Run 1, clock nets:
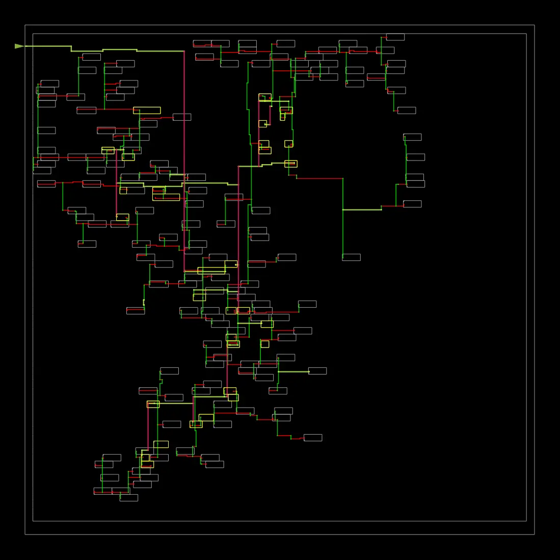
Run 1, sizing map:
The bar under the picture is 50 um long.
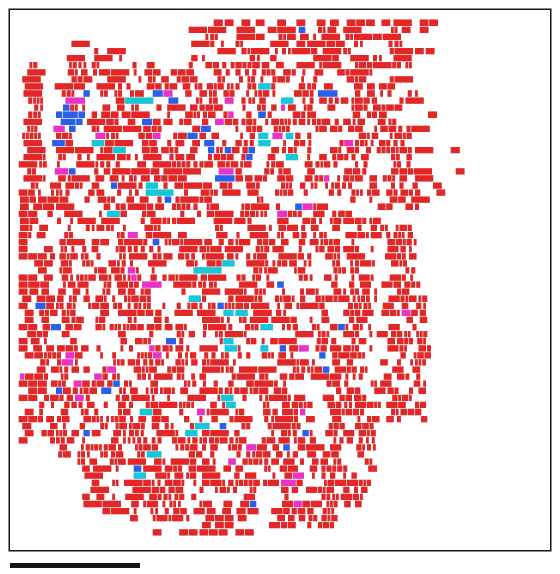
Run 1, clock wires, drivers and flops:
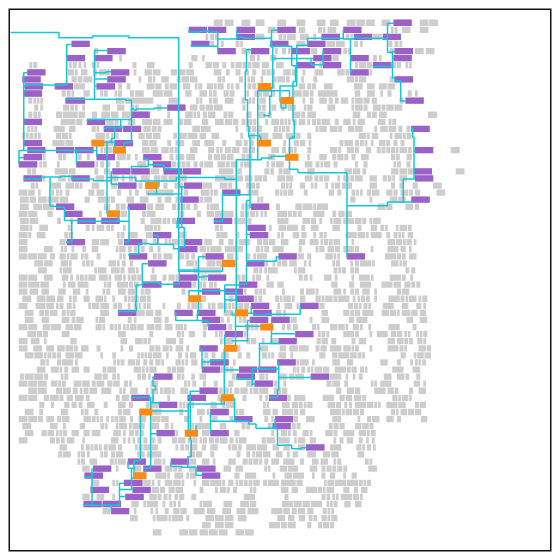
Run 1, sequential cells colored by netlist name:
The bar under the picture is 50 um long. Other sequential cells in the stronger gray, the rest of the logic in the fainter gray.
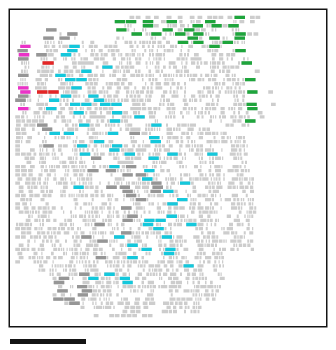
--- src/rtl/mdu_iter.sv ---
// Iterative radix-2 RV32M multiply/divide unit.
// One multiplier/quotient bit per cycle; signed operations run on magnitudes
// with sign correction applied in the final FIX cycle before write-back.
module mdu_iter #(
  parameter int XLEN        = 32,
  parameter int RFIDX_WIDTH = 5
) (
  input  logic                   clk,
  input  logic                   rst,
  input  logic                   start,
  input  logic [2:0]             op,
  input  logic [XLEN-1:0]        rs1_data,
  input  logic [XLEN-1:0]        rs2_data,
  input  logic [RFIDX_WIDTH-1:0] rd_in,
  input  logic                   flush,
  output logic                   busy,
  output logic                   done,
  output logic                   reg_write,
  output logic [RFIDX_WIDTH-1:0] rd_out,
  output logic [XLEN-1:0]        result
);

  localparam int CW = $clog2(XLEN);

  typedef enum logic [1:0] {IDLE, CALC, FIX, DONE} state_t;

  state_t                   state, state_nxt;
  logic [2:0]               op_r;
  logic [RFIDX_WIDTH-1:0]   rd_r;
  logic [XLEN-1:0]          opnd;      // multiplicand or divisor magnitude
  logic [2*XLEN-1:0]        acc;       // {partial product | remainder, multiplier | quotient}
  logic                     neg_res;   // product / quotient sign
  logic                     neg_rem;   // remainder follows dividend sign
  logic [CW-1:0]            cnt;

  // Two's-complement negate when n is set.
  function automatic logic [XLEN-1:0] cond_neg(input logic [XLEN-1:0] v, input logic n);
    return n ? (~v + 1'b1) : v;
  endfunction

  function automatic logic [2*XLEN-1:0] cond_neg2(input logic [2*XLEN-1:0] v, input logic n);
    return n ? (~v + 1'b1) : v;
  endfunction

  // Operand decode at issue time
  logic            is_div, a_signed, b_signed, sa, sb, div0, ovf;
  logic [XLEN-1:0] abs_a, abs_b;

  // Operand sign handling and special-case detection on the raw request
  always_comb begin
    is_div   = op[2];
    a_signed = op[2] ? ~op[0] : (op[1:0] != 2'b11);
    b_signed = op[2] ? ~op[0] : ~op[1];
    sa       = a_signed & rs1_data[XLEN-1];
    sb       = b_signed & rs2_data[XLEN-1];
    abs_a    = cond_neg(rs1_data, sa);
    abs_b    = cond_neg(rs2_data, sb);
    div0     = is_div && (rs2_data == '0);
    ovf      = is_div && !op[0] && (rs1_data == {1'b1, {(XLEN-1){1'b0}}}) &&
               (rs2_data == '1);
  end

  // Iteration step and final output selection
  logic [XLEN:0]        sum, trial, diff;
  logic [2*XLEN-1:0]    mul_step, div_step, prod;
  logic [XLEN-1:0]      quo, rem, fix_val;

  // One radix-2 step for multiply (shift-add) and divide (restoring)
  always_comb begin
    sum      = {1'b0, acc[2*XLEN-1:XLEN]} + (acc[0] ? {1'b0, opnd} : '0);
    mul_step = {sum, acc[XLEN-1:1]};
    trial    = {acc[2*XLEN-1:XLEN], acc[XLEN-1]};
    diff     = trial - {1'b0, opnd};
    div_step = diff[XLEN] ? {trial[XLEN-1:0], acc[XLEN-2:0], 1'b0}
                          : {diff[XLEN-1:0],  acc[XLEN-2:0], 1'b1};
    prod     = cond_neg2(acc, neg_res);
    quo      = cond_neg(acc[XLEN-1:0], neg_res);
    rem      = cond_neg(acc[2*XLEN-1:XLEN], neg_rem);
    case (op_r)
      3'b000:                 fix_val = prod[XLEN-1:0];
      3'b001, 3'b010, 3'b011: fix_val = prod[2*XLEN-1:XLEN];
      3'b100, 3'b101:         fix_val = quo;
      default:                fix_val = rem;
    endcase
  end

  // State register
  always_ff @(posedge clk) begin
    if (rst) state <= IDLE;
    else     state <= state_nxt;
  end

  // Next-state and status outputs
  always_comb begin
    state_nxt = state;
    busy      = 1'b0;
    done      = 1'b0;
    case (state)
      IDLE: if (start) state_nxt = (div0 || ovf) ? FIX : CALC;
      CALC: begin
        busy = 1'b1;
        if (cnt == CW'(XLEN-1)) state_nxt = FIX;
      end
      FIX: begin
        busy      = 1'b1;
        state_nxt = DONE;
      end
      DONE: begin
        done      = 1'b1;
        state_nxt = IDLE;
      end
      default: state_nxt = IDLE;
    endcase
    if (flush) begin
      state_nxt = IDLE;
      done      = 1'b0;
    end
  end

  assign reg_write = done && (rd_out != '0);

  // Operand capture, iteration and write-back registers
  always_ff @(posedge clk) begin
    if (rst) begin
      op_r    <= '0;
      rd_r    <= '0;
      opnd    <= '0;
      acc     <= '0;
      neg_res <= 1'b0;
      neg_rem <= 1'b0;
      cnt     <= '0;
      result  <= '0;
      rd_out  <= '0;
    end else begin
      case (state)
        IDLE: if (start && !flush) begin
          op_r <= op;
          rd_r <= rd_in;
          cnt  <= '0;
          if (div0) begin
            // Quotient all ones, remainder is the raw dividend
            opnd    <= '0;
            acc     <= {rs1_data, {XLEN{1'b1}}};
            neg_res <= 1'b0;
            neg_rem <= 1'b0;
          end else if (ovf) begin
            // Most-negative / -1: quotient wraps to itself, remainder zero
            opnd    <= '0;
            acc     <= {{XLEN{1'b0}}, 1'b1, {(XLEN-1){1'b0}}};
            neg_res <= 1'b0;
            neg_rem <= 1'b0;
          end else begin
            opnd    <= is_div ? abs_b : abs_a;
            acc     <= {{XLEN{1'b0}}, is_div ? abs_a : abs_b};
            neg_res <= sa ^ sb;
            neg_rem <= sa;
          end
        end
        CALC: begin
          acc <= op_r[2] ? div_step : mul_step;
          cnt <= cnt + 1'b1;
        end
        FIX: if (!flush) begin
          result <= fix_val;
          rd_out <= rd_r;
        end
        default: ;
      endcase
    end
  end

endmodule

--- config.mk ---
export PLATFORM = sky130hd
export DESIGN_NAME = mdu_iter
export DESIGN_NICKNAME = d
export VERILOG_FILES = /design/src/rtl/mdu_iter.sv
export SDC_FILE = /design/constraint.sdc
export NUM_CORES = 1
export LEC_CHECK = 0
export ABC_CLOCK_PERIOD_IN_PS = 7800
export CORE_MARGIN = 3
export CORE_UTILIZATION = 37
export CTS_BUF_LIST = sky130_fd_sc_hd__clkbuf_8
export CTS_CLUSTER_DIAMETER = 60
export CTS_CLUSTER_SIZE = 16
export DETAILED_ROUTE_END_ITERATION = 10
export PLACE_DENSITY = 0.66
export SKIP_CTS_REPAIR_TIMING = 1
export SYNTH_ARGS = -nofsm -noshare
export SYNTH_HDL_FRONTEND = slang
export SYNTH_SLANG_ARGS = --single-unit
--- constraint.sdc ---
create_clock -name clk -period 7.8 [get_ports clk]
set_input_delay 1.17 -clock clk [delete_from_list [all_inputs] [get_ports clk]]
set_output_delay 1.17 -clock clk [all_outputs]
set_load 0.005 [all_outputs]
==> results.txt, run 1 <==
Routed Antenna Nets: 0
Logic share of the area: 66.2%
Post-synth top area cell: dfxtp_1
Tmin final: 4.50 ns
HPWL Detailed: 44.7 mm
Worst vdd ir: 123 uV
Buf/Inv on CP: 1
FA/HA/MAJ Cells, Area Fraction: 6.51%
Post-Route M1 WL: 24.5 mm
Top-count cell post-synth: nand2_1
Clock Path Buffers: 2
Yosys synthesis chip area: 15000 um2
FF+latch count: 150
Status: finished clean
Power per standard cell area: 160 nW/um2
Synth area leaders: dfxtp_1 (20%), a21oi_1 (7.1%), ha_1 (6.2%)
Commonest Layout Cell: nand2_1
Post-DP Area: 16400 um2
Top cells excl fill/tap: nand2_1 (240), nor2_1 (219), a21oi_1 (213)
First-pass GRT wire length: 89.4 mm
Sequential share of power: 32.8%
Total number of vias: 16700
DR DRC count: 0
Yosys warning total: 0
Fin Hold WS: 0.463 ns
# clock sinks: 150
Row count: 73
Core Box Area: 39900 um2
Met3 Wirelength: 6.12 mm
Placed cells: 2640
WHS Path Cells: 2
Hold Path Class: register to register
# Max-Cap Violations: 0
RR Endpoint: acc[62]
H-tree levels: 4
Comb area leader: AND-OR/OR-AND gates
Yosys xor share: 10.7%
Met2 WL: 25.3 mm
Reg clk slew, reported paths: 0.10 ns
DRT iter0 DRCs: 2181
Gate Area: 11200 um2
Fin crit share: 57.7%
Synth Cell Area: 15000 um2
Largest register FFs: 64
Tally of OpenROAD warnings: 30
FF-to-FF setup slack: 3.55 ns
Inverters: 65
Psw: 1.16 mW
DR vias/cell: 6.26
Path type of the worst setup path: input pin to register
Total power: 2.71 mW
Gr busiest metal: met2
Die Width: 208 um
Worst flop-to-flop path startpoint: acc[0]
Vias in the first global route: 15200
# port buffers: 115
Largest net degree at the start of global routing: 99
Complex Gates by Area: 29.7%
F_max: 222 MHz
Register share after synthesis: 20.0%
Yosys cell types: 91
Die area: 43100 um2
Internal Power: 1.54 mW
Pre-CTS setup slack: 2.86 ns
Non-clk buf share: 7.98%
Init Core Util: 37.7%
Ys flops: 150
Max layer used: met4
Fillers: 4052
Post-synth ARST share: 0%
I/O pin cnt: 116
Basic Gates by Area: 23.4%
Logic power comb: 1.12 mW
Top power group: combinational logic
Met1 Use GR: 35.9%
GR Layer Usage met3: 4.50%
Worst path depth: 9
Total global-route track usage: 26.1%
DRT Wirelength: 59.2 mm
Top reg by flops: acc
Synth Area per Inst: 7.03 um2
CTS Root Cell: clkbuf_8
Final nets: 2287
Critical path's most frequent cell: or4_4
Multiplexer share: 3.79%
MI comb cells: 1758
Syn nets: 2291
Tapcells: 525
Switching Fraction: 43.0%
GRT overflow: 0
Layout cells sized above 1: 5.22%
DR WL/cell: 22.2 um
Routability cong.: 0.976
Worst hold start: cnt[4]
Dominant register cell: dfxtp_1
Storage cell area: 3010 um2
CP peak stage delay: 0.79 ns
Antenna diodes: 0
Hold path endpoint: cnt[4]
Die height: 208 um
Crit. End Element: register
Cell count in the Yosys report: 2138
Slew HR: 32.9%
Critical Path RT: 8.22 ns
Comb power frac: 41.3%
Largest fanout on the critical path: 37
WP data arrival: 4.92 ns
Worst setup path endpoint: acc[22]
Post-synth EDFFs: 0
Final Hold Violation Tally: 0
CP Launch Type: input pin
Detailed Routing Iterations Pass 1: 6
Post-synth top cells: nand2_1 (240), nor2_1 (219), a21oi_1 (214), o21ai_0 (168), dfxtp_1 (150)
Crit-path cells: clkdlybuf4s50_1 -> or4_4 -> or4_4 -> nor3_2 -> nand2b_2 -> nor2_4 -> nor2_1 -> a221o_1 -> a21oi_1
Critical path's slowest cell: nor2_4
Top cell category: logic gates
Fin cells: 2672
Crit. Startpoint: rs2_data[6]
Clock buf/inv share: 2.66%
Max Slew Vio Count: 0
R2R depth: 13
Area leader share: 20.0%
Leakage power: 6.14 nW
RSZ-0062 raised after global routing: false
Crit path max-delay family: simple AND/OR/NAND/NOR gates
Setup TNS: 0 ns
Clock tree from TritonCTS: done
GR Util met2: 39.5%
Synth Instances: 2138
Worst slew pin tran: 1.00 ns
Regs by FF count: acc (64), opnd (32), result (32)
Setup violations, final: 0
Antenna violations before repair: 0
Notes on 'clock nets' above:
clk_lat worst skew: 0.50 ns
TritonCTS Buffers: 17
Clock Buffer Count: 17
clock network power: 0.702 mW
Setup Skew: 0.0279 ns

Notes on 'sizing map' above:
[x3 and x4] blue | cells: 46 | most used: buf_4
[x1 and smaller] red | cells: 2035 | most used: nand2_1
[x6 and larger] cyan | cells: 28 | most used: clkbuf_8
[x2] magenta | cells: 38 | most used: mux2_2
area delta synth->final: 12.2%
post-route cell area: 16900 um2
final worst setup slack: 3.30 ns
Non-CTS buffers: 142

Notes on 'clock wires, drivers and flops' above:
[clock wires] cyan | length: 2230 um
[clock-net drivers] orange | count: 17
[flip-flops] purple | count: 150
routed clock nets: 18
clock power share: 25.9%

Notes on 'sequential cells colored by netlist name' above:
[`acc`] cyan | placed flops: 64
[`op_r`] red | placed flops: 3
[`rd_r`] magenta | placed flops: 5 | where: top left
[`result`] green | placed flops: 32
Seq group: 0.887 mW
utilization after layout: 42.3%
fraction of area in registers: 17.8%

==> inputs of run 2 (changes only) <==
ABC_CLOCK_PERIOD_IN_PS = 4200   (was 7800)
clock period = 4.2 ns   (was 7.8 ns; I/O delays follow)
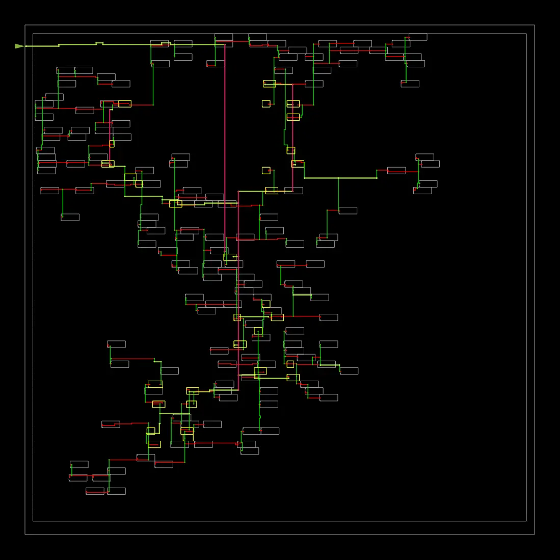
Run 2: clock nets
Setup Skew: 0.0216 ns
# clock sinks: 150

==> results.txt, run 2 <==
Psw: 2.17 mW (was 1.16 mW)
Met2 WL: 26.6 mm (was 25.3 mm)
Crit-path cells: inv_1 -> fa_1 -> nand2b_1 -> a21oi_1 -> o21ai_0 -> o21ai_1 -> buf_4 -> o31ai_2 -> xnor2_2 -> buf_12 -> buf_4 -> mux2i_1 -> mux2_2 -> a21oi_1 (was clkdlybuf4s50_1 -> or4_4 -> or4_4 -> nor3_2 -> nand2b_2 -> nor2_4 -> nor2_1 -> a221o_1 -> a21oi_1)
Met1 Use GR: 38.3% (was 35.9%)
Fillers: 4075 (was 4052)
Internal Power: 2.76 mW (was 1.54 mW)
Total power: 4.93 mW (was 2.71 mW)
Clock tree from TritonCTS: done (unchanged)
FF+latch count: 150 (unchanged)
Tmin final: 3.70 ns
CP Launch Type: register (was input pin)
Complex Gates by Area: 29.7% (unchanged)
Ys flops: 150 (unchanged)
Cell count in the Yosys report: 2138 (unchanged)
MI comb cells: 1758 (unchanged)
Logic share of the area: 64.7% (was 66.2%)
RSZ-0062 raised after global routing: false (unchanged)
Clock Path Buffers: 2 (unchanged)
Logic power comb: 2.21 mW (was 1.12 mW)
Clock network power: 1.09 mW (was 0.702 mW)
Antenna violations before repair: 1 (was 0)
Leakage power: 6.40 nW (was 6.14 nW)
Crit. End Element: register (unchanged)
Yosys synthesis chip area: 15000 um2 (unchanged)
Row count: 73 (unchanged)
Synth area leaders: dfxtp_1 (20%), a21oi_1 (7.1%), ha_1 (6.2%) (unchanged)
Power per standard cell area: 285 nW/um2 (was 160 nW/um2)
I/O pin cnt: 116 (unchanged)
Post-synth EDFFs: 0 (unchanged)
CP peak stage delay: 0.54 ns (was 0.79 ns)
Setup TNS: 0 ns (unchanged)
Total number of vias: 17100 (was 16700)
Vias in the first global route: 15300 (was 15200)
Sequential share of power: 33.0% (was 32.8%)
Gate Area: 11200 um2 (unchanged)
Comb power frac: 44.8% (was 41.3%)
Max Slew Vio Count: 0 (unchanged)
Post-synth top cells: nand2_1 (240), nor2_1 (219), a21oi_1 (214), o21ai_0 (168), dfxtp_1 (150) (unchanged)
Critical Path RT: 4.61 ns (was 8.22 ns)
Basic Gates by Area: 23.4% (unchanged)
Slew HR: 15.1% (was 32.9%)
WP data arrival: 4.10 ns (was 4.92 ns)
Synth Area per Inst: 7.03 um2 (unchanged)
DRT Wirelength: 61.8 mm (was 59.2 mm)
Total global-route track usage: 27.3% (was 26.1%)
Yosys xor share: 10.7% (unchanged)
Crit. Startpoint: acc[32] (was rs2_data[6])
Top cell category: logic gates (unchanged)
Seq group: 1.63 mW (was 0.887 mW)
HPWL Detailed: 47.7 mm (was 44.7 mm)
DRT iter0 DRCs: 2408 (was 2181)
Core Box Area: 39900 um2 (unchanged)
Synth Instances: 2138 (unchanged)
H-tree levels: 4 (unchanged)
Inverters: 65 (unchanged)
Fin crit share: 88.0%
Worst hold start: rd_r[3] (was cnt[4])
GRT overflow: 0 (unchanged)
Top-count cell post-synth: nand2_1 (unchanged)
R2R depth: 14 (was 13)
Met3 Wirelength: 6.65 mm (was 6.12 mm)
TritonCTS Buffers: 17 (unchanged)
F_max: 271 MHz
Worst slew pin tran: 1.27 ns (was 1.00 ns)
Status: finished clean (unchanged)
Pre-CTS setup slack: 0.279 ns (was 2.86 ns)
GR Util met2: 41.6% (was 39.5%)
Init Core Util: 37.7% (unchanged)
Post-synth top area cell: dfxtp_1 (unchanged)
Post-DP Area: 16900 um2 (was 16400 um2)
Buf/Inv on CP: 4 (was 1)
Storage cell area: 3010 um2 (unchanged)
CTS Root Cell: clkbuf_8 (unchanged)
Path type of the worst setup path: register to register (was input pin to register)
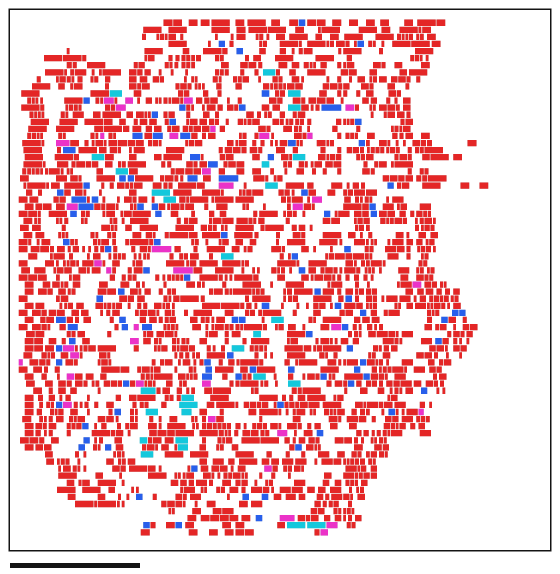
Run 2: sizing map
The bar under the picture is 50 um long.
[x1 and smaller] red | cells: 2035 | most used: nand2_1
[x2] magenta | cells: 38 | most used: mux2_2
[x3 and x4] blue | cells: 103 | most used: buf_4
[x6 and larger] cyan | cells: 28 | most used: clkbuf_8
post-route cell area: 17300 um2
Non-CTS buffers: 200
final worst setup slack: 0.503 ns
area delta synth->final: 14.9%

Power is estimated from default activity; no workload was simulated.
